### src/rtl/branch_resolve_unit.sv
// Registered branch resolver: compares operands, computes the redirect PC, flags mispredicts and flushes.
// Optional statistics counters are enabled with the BRU_STATS_EN macro.
module branch_resolve_unit #(
    parameter int XLEN         = 32,
    parameter int FLUSH_CYCLES = 2,
    parameter int CNT_W        = 16
) (
    input  logic            clk,
    input  logic            rst_n,
    input  logic            in_valid,
    output logic            in_ready,
    input  logic [2:0]      funct3,
    input  logic [XLEN-1:0] rs1,
    input  logic [XLEN-1:0] rs2,
    input  logic [XLEN-1:0] pc,
    input  logic [XLEN-1:0] imm,
    input  logic            pred_taken,
    output logic            out_valid,
    input  logic            out_ready,
    output logic            taken,
    output logic            mispredict,
    output logic [XLEN-1:0] redirect_pc,
    output logic            illegal,
    output logic            flush
`ifdef BRU_STATS_EN
    ,
    output logic [CNT_W-1:0] br_cnt,
    output logic [CNT_W-1:0] mispred_cnt
`endif
);

    localparam int FCW = (FLUSH_CYCLES > 1) ? $clog2(FLUSH_CYCLES) : 1;

    if (FLUSH_CYCLES < 1 || CNT_W < 1 || (XLEN != 32 && XLEN != 64)) begin : gBadParams
        $error("branch_resolve_unit: unsupported parameter combination");
    end

    typedef enum logic [1:0] {
        IDLE  = 2'd0,
        RESP  = 2'd1,
        FLUSH = 2'd2
    } stateT;

    stateT            state;
    stateT            stateNext;
    logic [FCW-1:0]   flushCnt;
    logic [FCW-1:0]   flushCntNext;
    logic             readyInt;
    logic             outValidInt;
    logic             flushInt;
    logic             acceptBranch;

    logic             isEq;
    logic             isLts;
    logic             isLtu;
    logic             takenNext;
    logic             illegalNext;
    logic [XLEN-1:0]  redirectNext;

    // Branch condition decode from the live operands; only sampled on accept.
    always_comb begin
        // NOTE: every signal written here gets a default first, so no path can leave it unassigned and infer a latch.
        takenNext   = 1'b0;
        illegalNext = 1'b0;
        isEq        = (rs1 == rs2);
        isLts       = ($signed(rs1) < $signed(rs2));
        isLtu       = (rs1 < rs2);
        case (funct3)
            3'b000:  takenNext = isEq;
            3'b001:  takenNext = !isEq;
            3'b100:  takenNext = isLts;
            3'b101:  takenNext = !isLts;
            3'b110:  takenNext = isLtu;
            3'b111:  takenNext = !isLtu;
            default: illegalNext = 1'b1;
        endcase
        // Both sums wrap modulo 2^XLEN by construction of the operand width.
        redirectNext = takenNext ? (pc + imm) : (pc + XLEN'(4));
    end

    // Next-state and handshake decode; flush depends on state only.
    always_comb begin
        stateNext    = state;
        flushCntNext = flushCnt;
        readyInt     = 1'b0;
        outValidInt  = 1'b0;
        flushInt     = 1'b0;
        case (state)
            IDLE: begin
                readyInt = 1'b1;
                if (in_valid) begin
                    stateNext = RESP;
                end
            end
            RESP: begin
                outValidInt = 1'b1;
                readyInt    = out_ready && !mispredict;
                if (out_ready) begin
                    if (mispredict) begin
                        stateNext    = FLUSH;
                        flushCntNext = FCW'(FLUSH_CYCLES - 1);
                    end else if (!in_valid) begin
                        stateNext = IDLE;
                    end
                end
            end
            FLUSH: begin
                flushInt = 1'b1;
                if (flushCnt == '0) begin
                    stateNext = IDLE;
                end else begin
                    flushCntNext = flushCnt - 1'b1;
                end
            end
            default: stateNext = IDLE;
        endcase
        acceptBranch = in_valid && readyInt;
    end

    always_ff @(posedge clk or negedge rst_n) begin
        // NOTE: sequential state uses non-blocking assignments so every register samples pre-edge values.
        if (!rst_n) begin
            state    <= IDLE;
            flushCnt <= '0;
        end else begin
            state    <= stateNext;
            flushCnt <= flushCntNext;
        end
    end

    always_ff @(posedge clk or negedge rst_n) begin
        // NOTE: the result registers are reset even though they only matter while out_valid is high, so outputs are defined after reset.
        if (!rst_n) begin
            taken       <= 1'b0;
            mispredict  <= 1'b0;
            illegal     <= 1'b0;
            redirect_pc <= '0;
        end else if (acceptBranch) begin
            taken       <= takenNext;
            mispredict  <= takenNext ^ pred_taken;
            illegal     <= illegalNext;
            redirect_pc <= redirectNext;
        end
    end

    assign out_valid = outValidInt;
    assign flush     = flushInt;
    assign in_ready  = rst_n && readyInt;

`ifdef BRU_STATS_EN
    // Saturating counters: both stick at all-ones instead of wrapping.
    always_ff @(posedge clk or negedge rst_n) begin
        if (!rst_n) begin
            br_cnt      <= '0;
            mispred_cnt <= '0;
        end else if (outValidInt && out_ready) begin
            if (br_cnt != '1) begin
                br_cnt <= br_cnt + 1'b1;
            end
            if (mispredict && (mispred_cnt != '1)) begin
                mispred_cnt <= mispred_cnt + 1'b1;
            end
        end
    end
`endif

endmodule
### config.mk
export PLATFORM = sky130hd
export DESIGN_NAME = branch_resolve_unit
export DESIGN_NICKNAME = d
export VERILOG_FILES = /design/src/rtl/branch_resolve_unit.sv
export SDC_FILE = /design/constraint.sdc
export NUM_CORES = 1
export LEC_CHECK = 0
export ABC_AREA = 1
export CAP_MARGIN = 20
export CORE_ASPECT_RATIO = 1.1
export CORE_UTILIZATION = 30
export CTS_CLUSTER_DIAMETER = 200
export CTS_CLUSTER_SIZE = 10
export DETAILED_ROUTE_END_ITERATION = 16
export SLEW_MARGIN = 20
export SYNTH_ARGS = -nofsm -noshare
export SYNTH_HDL_FRONTEND = slang
export SYNTH_SLANG_ARGS = --single-unit
### constraint.sdc
create_clock -name clk -period 3.75 [get_ports clk]
set_input_delay 0.75 -clock clk [delete_from_list [all_inputs] [get_ports clk]]
set_output_delay 0.75 -clock clk [all_outputs]
set_load 0.005 [all_outputs]
==> run summary, run 1 <==
Results of an implementation run.

The run finished with clean final reports. At the end of the flow, the number of nets in the layout was approximately 1300. Yosys mapped a number of flops with a built-in enable equal to 0.

Per the run report, area growth between synthesis and finish was 40.3%. The met2 routing resource usage after global routing is 0.329. The routing usage on met3 is 0.0145. The minimum clock period is approximately 3200 ps. The maximum fanout count along the critical path is 4.

The worst slew margin relative to its limit is 0.554. After clock tree synthesis, the repair step resized 0 gates. The cell area after technology mapping is between 5000 and 6000 um^2. The count of yosys warnings during synthesis is 0. In the final layout, the multi-input gates occupy between 3000 and 4000 um^2. The amount of wire on met3 after detailed routing is ~1.2 mm. By area, the combinational part of the netlist is dominated by simple AND/OR/NAND/NOR gates. The internal portion of the total power is around 1.8 mW. After layout, the setup clock skew is reported as ~6.7 ps. The launching instance or port of the critical path is pc[0]. The total nets after synthesis is ~1100. The floorplan step set the die width to approximately 130 um. Per the detail_route report, DRC violations left total 0. In the post-route analysis, the smallest setup slack over all paths is around 520 ps.

The die outline height is ~140 um. Per the STA report, the cell with the highest stage delay on the worst path is sky130_fd_sc_hd__clkdlybuf4s50_1. The clock tree buffer depth is 2. The peak supply drop is approximately 200 uV.

The flip-flop count of the largest register after layout is 32. For reference, the critical path is captured by redirect_pc[22]. Per the synthesis report, the adder-cell share of the synthesized area is 0.150. The routed length per instance is roughly 14 um. The number of setup violations in the final report is 0.

Of the total power, the clock network draws 0.193. Of the total standard cell area in the layout, the multi-input combinational portion is 0.514. The insertion delay at the late pin of the worst-skew pair is roughly 280 ps.

In this run, post-CTS hold repair placed 0 buffers. Hold analysis shows the worst path with a depth of 2. Setup slack on the worst reg-to-reg path comes out at about 2100 ps.

The synthesized netlist contains 37 unique library cells. The transition time recorded at the tightest slew-check pin is approximately 660 ps. Post-CTS timing repair inserted 0 buffers for setup.

The critical path endpoint has a required time of 3930 ps. Setup total negative slack on the finished layout was measured at 0 ps. The count of antenna-violating nets left after detailed routing is 0. The total count of hold-check failures in the final report is 0. The pre-antenna-repair detailed-routing pass consisted of 5 iterations. Switching power as a fraction of the total was reported as 0.373. The portion of the clock cycle consumed by the worst path in the final layout is 0.861. The class of the tightest hold or removal check is flop to flop. The share of the synthesized netlist area taken by xor and xnor gates is 0.0816.

The leading area contributor after synthesis is sky130_fd_sc_hd__nand2_1. The vias after detailed routing is between 6000 and 7000. The number of placed I/O pins is approximately 170. The detailed-placement wirelength estimate is about 16 mm.

By area the synthesized netlist is led by sky130_fd_sc_hd__nand2_1 18%, sky130_fd_sc_hd__dfrtp_1 17%, sky130_fd_sc_hd__ha_1 15%, sky130_fd_sc_hd__inv_1 8.6%, sky130_fd_sc_hd__nand4_1 5.7%. For reference, the most critical setup path is categorized as input port to flop. The post-synthesis instance total is roughly 880. Pins over their slew limit in the final report were tallied at 0. Walking the worst path, the cells encountered are clkdlybuf4s50_1 -> ha_1 -> inv_1 -> fa_1 -> o21ai_1 -> a21boi_1 -> o21ai_1 -> a21oi_1 -> xor2_1 -> nand2_1 -> nand3_1 -> nand2_1. A synthesized cell averages 6.24 um^2. Summed over all nets, wire length on met2 after detailed routing comes to 8.39 mm. The cell-mix breakdown from Yosys lists the compound-gate area share as 0.117.

The power report attributes to the sequential group a share of 0.258. The root cell of the clock tree is sky130_fd_sc_hd__clkbuf_16. Per the timing report, the most critical flop-to-flop path originates at mispredict. The clock network area share is 0.0252. The non-clock buffer share of cell area is 0.237. The power density over cell area is 371 nW/um^2. The CTS report gives the tree buffer count as 5.

The yosys stat cell total is 878. The number of sequential cells reported for the layout is 38. The number of clock-tree buffers in the layout is 5. Yosys reports a chip area of between 5000 and 6000 um^2. The via count of the first global-routing pass is around 5900. The area share of the leading cell type in the synthesized netlist is 0.180. The initial core utilization is 0.308.

The count of inverters not on the clock network in the layout is roughly 130. Per the timing report, the achievable frequency comes out to slightly above 0.3 GHz. The chip area is ~19000 um^2.

The global routing stage identified its most utilized layer as met2. TritonCTS built the clock tree. The flip-flop and latch area is about 950 um^2. The number of multi-input combinational cells in the layout is around 700. Setup slack on the worst path after placement came out at just over 200 ps. Per the GRT congestion report, total overflow comes to 0. Of the total synthesized cell area, the portion taken by AND, OR, NAND and NOR gates is 0.372. The capture instance of the worst register-to-register path is redirect_pc[20]. The worst register-to-register path depth is 7. Counting flops per register, the top entry is redirect_pc. The number of flip-flops and latches in the synthesized netlist is 38. The floorplan report lists the tap cell count as 238. The number of rows created at floorplan is 51. The number of antenna diodes in the final layout is 0. The leakage component of the power is approximately 3.8 nW.

The synthesis run shows the most used standard cells to be 263 x sky130_fd_sc_hd__nand2_1, 125 x sky130_fd_sc_hd__inv_1, 72 x sky130_fd_sc_hd__nor2_1, 64 x sky130_fd_sc_hd__ha_1. In the final layout, the registers with the most flip-flops are redirect_pc: 32 flops, state: 2 flops. The number of antenna violations at the first check in global routing is 0. STA classifies the critical path startpoint as an input port. The proportion of synthesized area in mux cells is 0.

The run reported a max-capacitance violation count of 0. Of all flip-flops after synthesis, the portion carrying an async set or reset was 1.00. Port buffering added 173 buffers.

Entering global routing, the biggest net connects 39 pins.
## run 1: power groups by stage
stage          clock network, mW  registers [mW]  logic, mW
6_report                   0.550           0.734       1.56
5_1_grt                    0.574           0.763       1.74
4_1_cts                    0.561           0.738       1.58
3_5_place_dp                   0           0.743       1.57
3_3_place_gp                   0           0.739       1.57
2_1_floorplan                  0           0.736      0.739
## run 1: through the flow
| stage | cells | hold WS [ps] |
|---|---|---|
| detailed placement | 1282 | 468 |
| CTS | 1290 | 481 |
| global placement | 1282 | 466 |
| finish | 1290 | 477 |
| floorplan | 878 | 454 |
| global route | 1290 | 503 |
## run 1: worst max-delay path, delay by kind of cell
kind            cells  cell delay (ps)
buf+inv             2              560
simple gates        3              240
compound gates      4              910
fa+ha+maj           2              660
xor+xnor            1              270
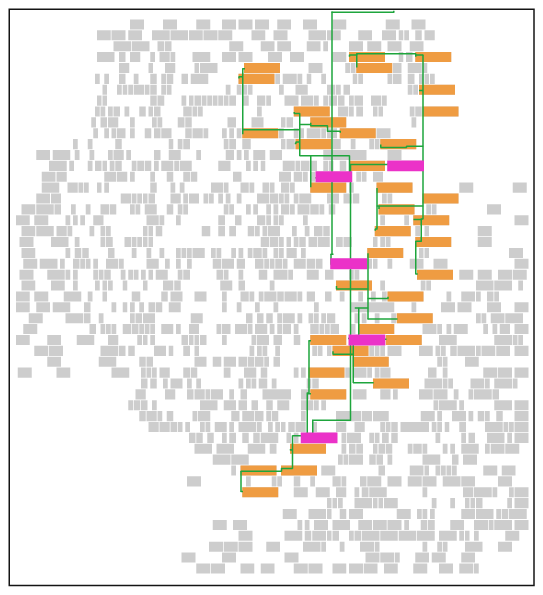
Fig. 1. Clock network drawn from the DEF (run 1).
(4 px per um)
- green: clock wires (length 522 um)
- orange: flip-flops (count 38)
- magenta: cells driving clock nets (count 5)
- routed clock nets: 6

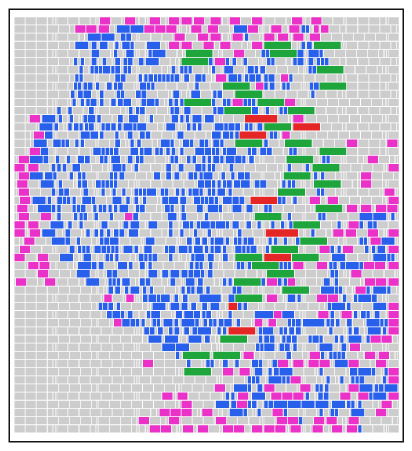
Fig. 2. Cell classes on the final placement (run 1).
(3 px per um) Fill, decap, tap and diode cells in gray.
- green: flip-flops (cells 38)
- red: clock drivers and dummy loads (cells 8)
- blue: all other logic (cells 821)
- magenta: other buffers and delay cells (cells 185)
Seq/total area: 0.124
core area: 17800 um^2
Final Util: 0.431
post-route cell area: 7680 um^2

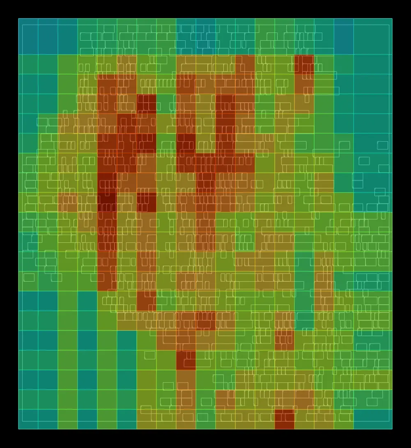
Fig. 3. Congestion heat map (run 1).
overall fraction of global-route tracks in use: 0.195
met1 track demand over resource: 0.265

Fig. 4: run 1, register map, names as in the netlist
(3 px per um) Other sequential cells in the stronger gray, the rest of the logic in the fainter gray.
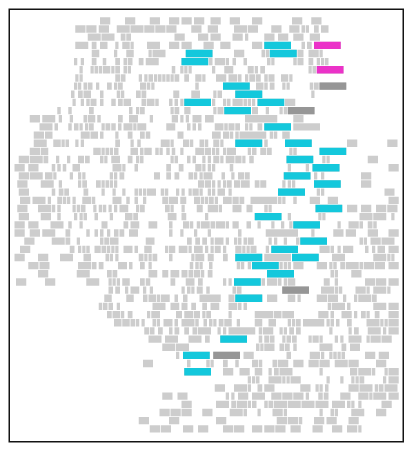

--- run 2 (diff from run 1) ---
- CORE_ASPECT_RATIO: 1.1 -> unset
- CORE_MARGIN: unset -> 4
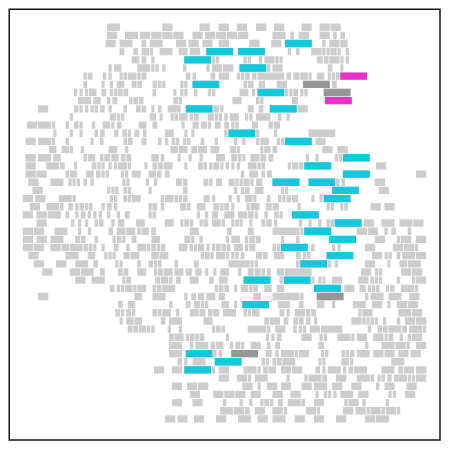
Fig. 5. Register map, names as in the netlist (run 2).
(3 px per um) Other sequential cells in the stronger gray, the rest of the logic in the fainter gray.
- magenta: state (flops 2)
- cyan: redirect_pc (flops 32)
Seq/total area: 0.124
sequential cell power: 0.736 mW
Final Util: 0.425
Flop area: 951 um^2

==> run 2 against run 1 <==
Net effect: routed wire length up 3.7%; clock skew down 1.1 ps; cell area down 0.51%; setup slack better by 46 ps; via count down 0.83%; clock power down 23%; sequential share of layout area up 0.063 points; first-iteration DRC count down 2.7%; critical path type unchanged; largest cell class unchanged; highest routed layer unchanged.
==> run summary, run 2 <==
Results of an implementation run.

Note that the worst hold path type here is flop to flop. The final power report lists total power as 2.73 mW. The hold path depth is 2 (unchanged).

The number of setup violations in the final report is 0 (unchanged). The classification of the worst setup path is input port to flop. The launching instance or port of the critical path is pc[0]. The path with the worst hold slack has its endpoint at redirect_pc[23]. The clock-pin slew of the registers on the worst-case setup and hold paths is around 60 ps.

The peak supply drop is 236 uV (+16%). Per STA, the endpoint of the critical path is redirect_pc[24]. Ranked by total cell area, the synthesized netlist is headed by sky130_fd_sc_hd__nand2_1 18%, sky130_fd_sc_hd__dfrtp_1 17%, sky130_fd_sc_hd__ha_1 15%, sky130_fd_sc_hd__inv_1 8.6%, sky130_fd_sc_hd__nand4_1 5.7%. The worst setup skew after layout is 5.59 ps (-1.06 ps). The placeable core region is 18000 um^2 (+0.90%). The share of synthesized cell area in full adder, half adder and majority cells is 0.150 (unchanged). Between the synthesized netlist and the finished layout, the area growth was recorded as 39.6%. By area, the combinational part of the netlist is dominated by simple AND/OR/NAND/NOR gates. Of the cells placed in the final design, the portion with a size suffix greater than 1 is 0.0285. The combined buffer and inverter count along the critical path came to 4 (+2).

STA classifies the critical path startpoint as an input port. The total count of hold-check failures in the final report came to 0 (unchanged). Per STA, the worst path is made up of clkdlybuf4s50_1 -> ha_1 -> inv_1 -> fa_1 -> o21ai_1 -> a21oi_1 -> buf_4 -> inv_1 -> nand3_1 -> nand4_1 -> xor2_1 -> nand2_1 -> nand3_1 -> nand2_1.

The power density over cell area is 357 nW/um^2 (-3.7%). STA classifies the critical path endpoint as a flop. The insertion delay at the late pin of the worst-skew pair came to 280 ps (about the same). The number of clock buffers inserted by TritonCTS came to 5 (unchanged). The chip area is 20500 um^2 (+8.9%). The largest register by flop count is redirect_pc.

The die outline width came to 143 um (+9.4%). In this run the critical register-to-register path is captured at redirect_pc[2]. The leakage component of the power is 3.82 nW (-0.33%). The minimum clock period is 3180 ps (-45.8 ps). The area fraction in compound gates after synthesis came to 0.117 (unchanged).

The clock net sink count is 38. The post-synth tally of flip-flops with integrated enable is 0 (unchanged). Of all cell types, the one taking the most synthesized area is sky130_fd_sc_hd__nand2_1. The global placer's final weighted congestion is a little over 0.9. The filler cell count is ~1900. The aggregate global routing overflow was 0 (unchanged).

The portion of the clock cycle consumed by the worst path in the final layout is 0.848 (-0.0122). The placed standard-cell area is 7490 um^2. The number of placed instances with taps included is 1275 (-0.55%). The critical path depth came to 14 (+2). The leading cell type in the layout, fill and taps excluded is sky130_fd_sc_hd__nand2_1. By count the netlist is led by 263 x sky130_fd_sc_hd__nand2_1, 125 x sky130_fd_sc_hd__inv_1, 72 x sky130_fd_sc_hd__nor2_1, 64 x sky130_fd_sc_hd__ha_1. The number of buffers inserted to repair setup after CTS was 0 (unchanged). The post-synthesis area per instance is 6.24 um^2 (unchanged). The sum of negative setup slack is 0 ps (unchanged).

The start of the worst register-to-register path is mispredict. The clock tree from TritonCTS is yes. The area of all placed cells without fillers is 7640 um^2 (-0.51%). Ranking logic cells in the layout by count gives the top entries 263 x sky130_fd_sc_hd__nand2_1, 172 x sky130_fd_sc_hd__clkdlybuf4s50_1, 125 x sky130_fd_sc_hd__inv_1. The critical path's largest stage delay is 480 ps.

The post-cts hold buffer count is 0 (unchanged). The maximum fanout count along the critical path is 3 (-1). The worst slew margin relative to its limit is 0.552 (-0.00221). The flow ran to the end, and the final reports show no timing, DRC or antenna violations. The die outline height is 143 um (-0.41%). Setup repair after global routing left no endpoint under its margin.

The pin count of the biggest net entering global routing is 39 (unchanged). The post-synthesis async set-or-reset flop share was 1.00 (unchanged). The largest registers in the layout are redirect_pc: 32 flops, state: 2 flops. The least setup slack across all paths after layout is 569 ps (+45.8 ps). The peak clock frequency supported by timing is 0.314 GHz (+1.4%). For this run, the detailed router reports a per-instance via density of slightly below 5.

The flip-flop count of the largest register after layout is 32 (unchanged). CTS placed an instance of sky130_fd_sc_hd__clkbuf_16 at the clock tree root. The detailed-routing iteration count for the pre-antenna-repair pass is 4 (-1). The clock tree buffer depth is 2 (unchanged). The yosys stat chip area is 5480 um^2 (unchanged). The setup slack of the worst register-to-register path is 2120 ps (about the same). The final non-filler cell total is 1283 (-0.54%).

The worst-case setup slack after placement came to 294 ps (+92.1 ps). Looking at the gate-level netlist, the highest instance count belongs to sky130_fd_sc_hd__nand2_1. The worst-case reg-to-reg path depth is 8 (+1). The required arrival time at the worst endpoint is 3920 ps (about the same). Summed over all layers, the routed wires come to approximately 19 mm. The via count of the first global-routing pass is 5963 (+0.95%). The share of the synthesized netlist area taken by xor and xnor gates is 0.0816 (unchanged). The count of max-cap constraint violations was 0 (unchanged). The post-route DRC violation count came to 0 (unchanged). The yosys stat cell total is 878 (unchanged). The combinational gate area is 3950 um^2 (unchanged). The number of warning messages in the logs is 26. The number of flip-flops and latches in the synthesized netlist came to 38 (unchanged). The post-synthesis instance total was 878 (unchanged). The number of input and output port buffers inserted was 173 (unchanged).

The total nets after synthesis is 1079 (unchanged). The data arrival time at the worst-slack endpoint is about 3400 ps. The area share of the leading cell type in the synthesized netlist is 0.180 (unchanged). The count of cells resized by post-cts repair is 0 (unchanged). The detailed-placement wirelength estimate was 16.3 mm (+5.2%).

The final max-slew violation count was 0 (unchanged). The proportion of synthesized area in mux cells came to 0 (unchanged). In this run the number of H-tree levels came out at 2. The count of yosys warnings during synthesis is 0 (unchanged). The initial core utilization is 0.305 (-0.00274).

The count of antenna-violating nets left after detailed routing was 0 (unchanged). The vias after detailed routing was 6199 (-0.83%). The number of antenna violations at the first check in global routing is 0 (unchanged). The kind of cell with the highest combined delay on the critical path is buffers and inverters.

The most instantiated flip-flop cell in the synthesis netlist is sky130_fd_sc_hd__dfrtp_1. The fraction of the mapped netlist area in simple logic gates came to 0.372 (unchanged). The number of rows created at floorplan is 49 (-3.9%).

The initial DRC count is 320. The worst hold slack after final layout is 479 ps (+1.73 ps). In this run the most critical hold path is launched from redirect_pc[23]. The final net count is 1254 (+0.16%). The cell area after technology mapping is 5480 um^2 (unchanged). The first global-routing pass estimated approximately 30 mm of wire. The transition time at the pin with the least slew margin was 665 ps (+3.27 ps). The number of antenna repair diodes is 0 (unchanged). The count of unique library cells instantiated by Yosys is 37 (unchanged). Per Yosys stat, the portion of area used by sequential elements is 0.174. Looking at the critical path, the single cell with the biggest stage delay is sky130_fd_sc_hd__clkdlybuf4s50_1.

The number of placed I/O pins is 174 (unchanged).
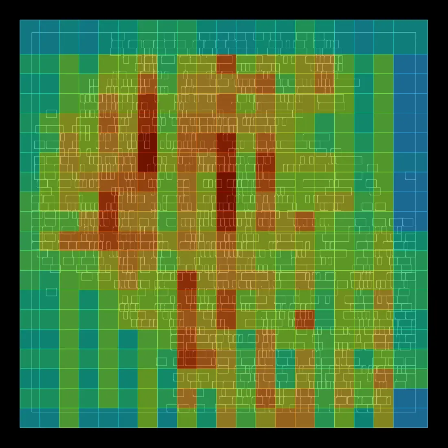
Fig. 6. Congestion heat map (run 2).
overall fraction of global-route tracks in use: 0.181
most crowded layer after global routing: met2
WL/cell: 14.8 um
met1 track demand over resource: 0.258

[run 2: cell type report]
type / count / share of cell area
Inverter: 126 / 0.0619
Multi-Input combinational cell: 695 / 0.517
Timing Repair Buffer: 187 / 0.240
Tap cell: 229 / 0.0375
Clock inverter: 2 / 0.00164
Sequential cell: 38 / 0.124
Clock buffer: 6 / 0.0182
[run 2: layer usage]
| layer | global-route usage | share of wire | vias up |
|---|---|---|---|
| met2 | 0.297 | 0.46 | 187 |
| met1 | 0.258 | 0.46 | 2762 |
| met3 | 0.0151 | 0.067 | 15 |
| met5 | 0 | 0 | - |
| met4 | 0.0420 | 0.013 | 0 |
| li1 | - | - | 3235 |
[run 2: report_power, final]
part,switching (mW),internal [mW]
clock network,0.163,0.263
logic,0.778,0.789
registers,0.125,0.611
No activity file was given, so power comes from the tool's default toggle rates.
